**src/rtl/timebase_ctrl_if.sv**
```systemverilog
// Configuration handshake between the run-control master and the timebase:
// the master offers a half-period/phase-step pair and holds it until ready is seen.
interface timebase_ctrl_if #(
  parameter int CNT_W = 32
);
  logic             cfg_valid;
  logic [CNT_W-1:0] cfg_half;
  logic [15:0]      cfg_step;
  logic             cfg_ready;

  modport master (output cfg_valid, cfg_half, cfg_step, input  cfg_ready);
  modport slave  (input  cfg_valid, cfg_half, cfg_step, output cfg_ready);
endinterface

```
**src/rtl/timebase_ctrl.sv**
```systemverilog
// Board timebase: divides CLK_IN into a 50% duty CLK with a tick per rise and
// a four-phase State sequence inside each high half, under start/pause/stop control.
module timebase_ctrl #(
  parameter int CNT_W    = 32,
  parameter int DEF_HALF = 25000000,
  parameter int DEF_STEP = 500
) (
  input  logic       CLK_IN,
  input  logic       RST,
  input  logic       cmd_start,
  input  logic       cmd_pause,
  input  logic       cmd_stop,
  timebase_ctrl_if.slave cfg,
  output logic       CLK,
  output logic       tick,
  output logic [1:0] State,
  output logic [1:0] run_state,
  output logic       busy
);
  localparam int PW = CNT_W + 2;

  typedef enum logic [1:0] {
    S_IDLE  = 2'b00,
    S_RUN   = 2'b01,
    S_PAUSE = 2'b10
  } fsm_t;

  fsm_t             fsm;
  logic [CNT_W-1:0] cnt;
  logic [CNT_W-1:0] half_reg;
  logic [15:0]      step_reg;
  logic             ready_q;

  logic [PW-1:0] cnt_x, th1, th2, th3;
  logic [1:0]    phase_nxt;
  logic          at_wrap;
  logic          do_start;

  assign cfg.cfg_ready = ready_q;
  assign at_wrap       = (cnt == half_reg - CNT_W'(1));
  // start only wins when no higher-priority command is present
  assign do_start      = cmd_start & ~cmd_pause & ~cmd_stop;

  // widened thresholds so 3*step never wraps against the counter
  always_comb begin
    cnt_x     = PW'(cnt);
    th1       = PW'(step_reg);
    th2       = th1 << 1;
    th3       = th1 + th2;
    phase_nxt = State;
    if (cnt_x == th1) phase_nxt = 2'b01;
    if (cnt_x == th2) phase_nxt = 2'b10;
    if (cnt_x == th3) phase_nxt = 2'b11;
  end

  always_ff @(posedge CLK_IN or posedge RST) begin
    if (RST) begin
      fsm       <= S_IDLE;
      cnt       <= '0;
      CLK       <= 1'b0;
      State     <= 2'b00;
      tick      <= 1'b0;
      ready_q   <= 1'b1;
      run_state <= S_IDLE;
      busy      <= 1'b0;
      half_reg  <= CNT_W'(DEF_HALF);
      step_reg  <= 16'(DEF_STEP);
    end else begin
      tick <= 1'b0;
      if (cfg.cfg_valid && ready_q) begin
        half_reg <= (cfg.cfg_half < CNT_W'(2)) ? CNT_W'(2) : cfg.cfg_half;
        step_reg <= (cfg.cfg_step == 16'd0) ? 16'd1 : cfg.cfg_step;
      end
      case (fsm)
        S_IDLE: begin
          cnt   <= '0;
          CLK   <= 1'b0;
          State <= 2'b00;
          if (do_start) begin
            fsm       <= S_RUN;
            run_state <= S_RUN;
            busy      <= 1'b1;
            ready_q   <= 1'b0;
          end
        end
        S_RUN: begin
          if (cmd_stop) begin
            fsm       <= S_IDLE;
            run_state <= S_IDLE;
            busy      <= 1'b0;
            ready_q   <= 1'b1;
            cnt       <= '0;
            CLK       <= 1'b0;
            State     <= 2'b00;
          end else if (cmd_pause) begin
            fsm       <= S_PAUSE;
            run_state <= S_PAUSE;
          end else begin
            if (at_wrap) begin
              cnt <= '0;
              CLK <= ~CLK;
              if (!CLK) begin
                State <= 2'b00;
                tick  <= 1'b1;
              end
            end else begin
              cnt <= cnt + CNT_W'(1);
            end
            // phases only advance in the high half; the wrap edge may still hit one
            if (CLK) State <= phase_nxt;
          end
        end
        S_PAUSE: begin
          if (cmd_stop) begin
            fsm       <= S_IDLE;
            run_state <= S_IDLE;
            busy      <= 1'b0;
            ready_q   <= 1'b1;
            cnt       <= '0;
            CLK       <= 1'b0;
            State     <= 2'b00;
          end else if (do_start) begin
            fsm       <= S_RUN;
            run_state <= S_RUN;
          end
        end
        default: begin
          fsm       <= S_IDLE;
          run_state <= S_IDLE;
          busy      <= 1'b0;
          ready_q   <= 1'b1;
        end
      endcase
    end
  end
endmodule
```
**src/flat_wrapper.sv**
```systemverilog
// flat-port wrapper written by rule: the top's interface ports become plain ports
module timebase_ctrl_flat 
#(
  parameter int CNT_W    = 32,
  parameter int DEF_HALF = 25000000,
  parameter int DEF_STEP = 500
)
  (CLK_IN, RST, cmd_start, cmd_pause, cmd_stop, CLK, tick, State, run_state, busy, cfg_cfg_valid, cfg_cfg_half, cfg_cfg_step, cfg_cfg_ready);
  timebase_ctrl_if #(.CNT_W(CNT_W)) cfg_i ();
  input  logic CLK_IN;
  input  logic RST;
  input  logic cmd_start;
  input  logic cmd_pause;
  input  logic cmd_stop;
  output logic CLK;
  output logic tick;
  output logic [1:0] State;
  output logic [1:0] run_state;
  output logic busy;
  input wire logic [$bits(cfg_i.cfg_valid)-1:0] cfg_cfg_valid;
  input wire logic [$bits(cfg_i.cfg_half)-1:0] cfg_cfg_half;
  input wire logic [$bits(cfg_i.cfg_step)-1:0] cfg_cfg_step;
  output wire logic [$bits(cfg_i.cfg_ready)-1:0] cfg_cfg_ready;
  assign cfg_i.cfg_valid = cfg_cfg_valid;
  assign cfg_i.cfg_half = cfg_cfg_half;
  assign cfg_i.cfg_step = cfg_cfg_step;
  assign cfg_cfg_ready = cfg_i.cfg_ready;
  timebase_ctrl #(.CNT_W(CNT_W), .DEF_HALF(DEF_HALF), .DEF_STEP(DEF_STEP)) u_core (.CLK_IN(CLK_IN), .RST(RST), .cmd_start(cmd_start), .cmd_pause(cmd_pause), .cmd_stop(cmd_stop), .cfg(cfg_i), .CLK(CLK), .tick(tick), .State(State), .run_state(run_state), .busy(busy));
endmodule
```
**config.mk**
```make
export PLATFORM = sky130hd
export DESIGN_NAME = timebase_ctrl_flat
export DESIGN_NICKNAME = d
export VERILOG_FILES = /design/src/rtl/timebase_ctrl_if.sv /design/src/rtl/timebase_ctrl.sv /design/src/flat_wrapper.sv
export SDC_FILE = /design/constraint.sdc
export NUM_CORES = 1
export LEC_CHECK = 0
export CORE_MARGIN = 2
export CORE_UTILIZATION = 50
export DETAILED_ROUTE_END_ITERATION = 10
export PLACE_DENSITY = 0.78
export SYNTH_ARGS = -nofsm -noshare
export SYNTH_HDL_FRONTEND = slang
export SYNTH_SLANG_ARGS = --single-unit
export TNS_END_PERCENT = 50
```
**constraint.sdc**
```tcl
create_clock -name CLK_IN -period 3 [get_ports CLK_IN]
set_clock_uncertainty 0.05 [all_clocks]
set_input_delay 0.9 -clock CLK_IN [delete_from_list [all_inputs] [get_ports CLK_IN]]
set_output_delay 0.9 -clock CLK_IN [all_outputs]
set_load 0.03 [all_outputs]
```
Figure 1. Port wiring.
(2 px per um)
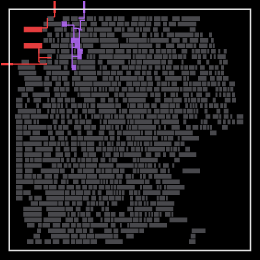
color	port	direction	edge	end cells	buffers	wire
red	run_state	output	1 north, 1 west	2	2	44.0 um
purple	cmd_stop	input	north	7	2	69.1 um

Figure 2. Track usage over the die.
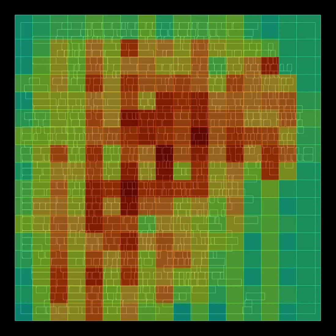
met2 global-route usage: 0.4296
GR Util All Layers: 0.2660
met1 Use GR: 0.3539

Figure 3. Cell area per tile.
(3 px per um) 12 x 12 tiles, from dark blue (low) to red (high), 0 to 100% covered.
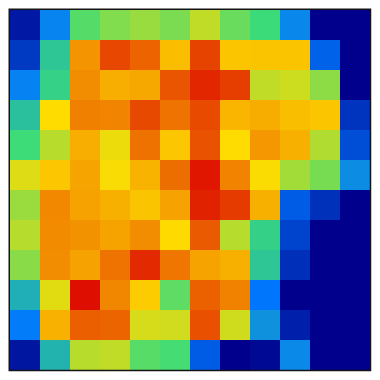
tiles over 75% full	46%
mean over tiles	58%
emptiest ninth of the die	south-east

Figure 4. The metal 4 layer.
(3 px per um) Supply wires on this layer in gray.
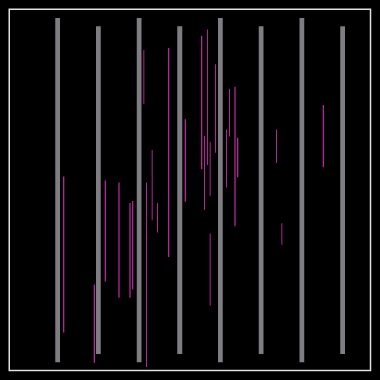
wire length on this layer	734 um
longest straight run	69.4 um
nets with wire on the layer	24
share of all routed wire	3.9%

==> reports/metrics.yaml <==
seq_share: 0.2659
critPathArrivalTime_ps: 3380
fin_area_um2: 8559
ff_count: 90
boundaryPins: 62
async_reset_ff_frac: 1.000
warning_count: 34
outcome: "complete, but fails checks"
yosysTopAreaCell: "dfrtp_1"
pg_seq_mw: 1.90
setup_violations: 35
crit_family: "simple AND/OR/NAND/NOR gates"
fp_util: 0.5091
post_cts_resized: 11
setup_ws_ps: -197.6
hold_path_end: "u_core.run_state[0]"
portBuffers: 61
path_depth: 8
nClkBuffers: 13
ys_chip_area_um2: 6715
h-tree-depth: 3
crit_start: "u_core.half_reg[12]"
critPathLaunchType: "flop"
simple_gate_area_frac: 0.2146
met1Wirelength_mm: 8.026
violations: "setup timing"
synthesis.nets: 820
synth-edff-count: 0
p_leak_nw: 3.501
mostFrequentLayoutCell: "buf_4"
rr_endpoint: "u_core.CLK"
r2r_cells: 8
internal-power_mw: 4.248
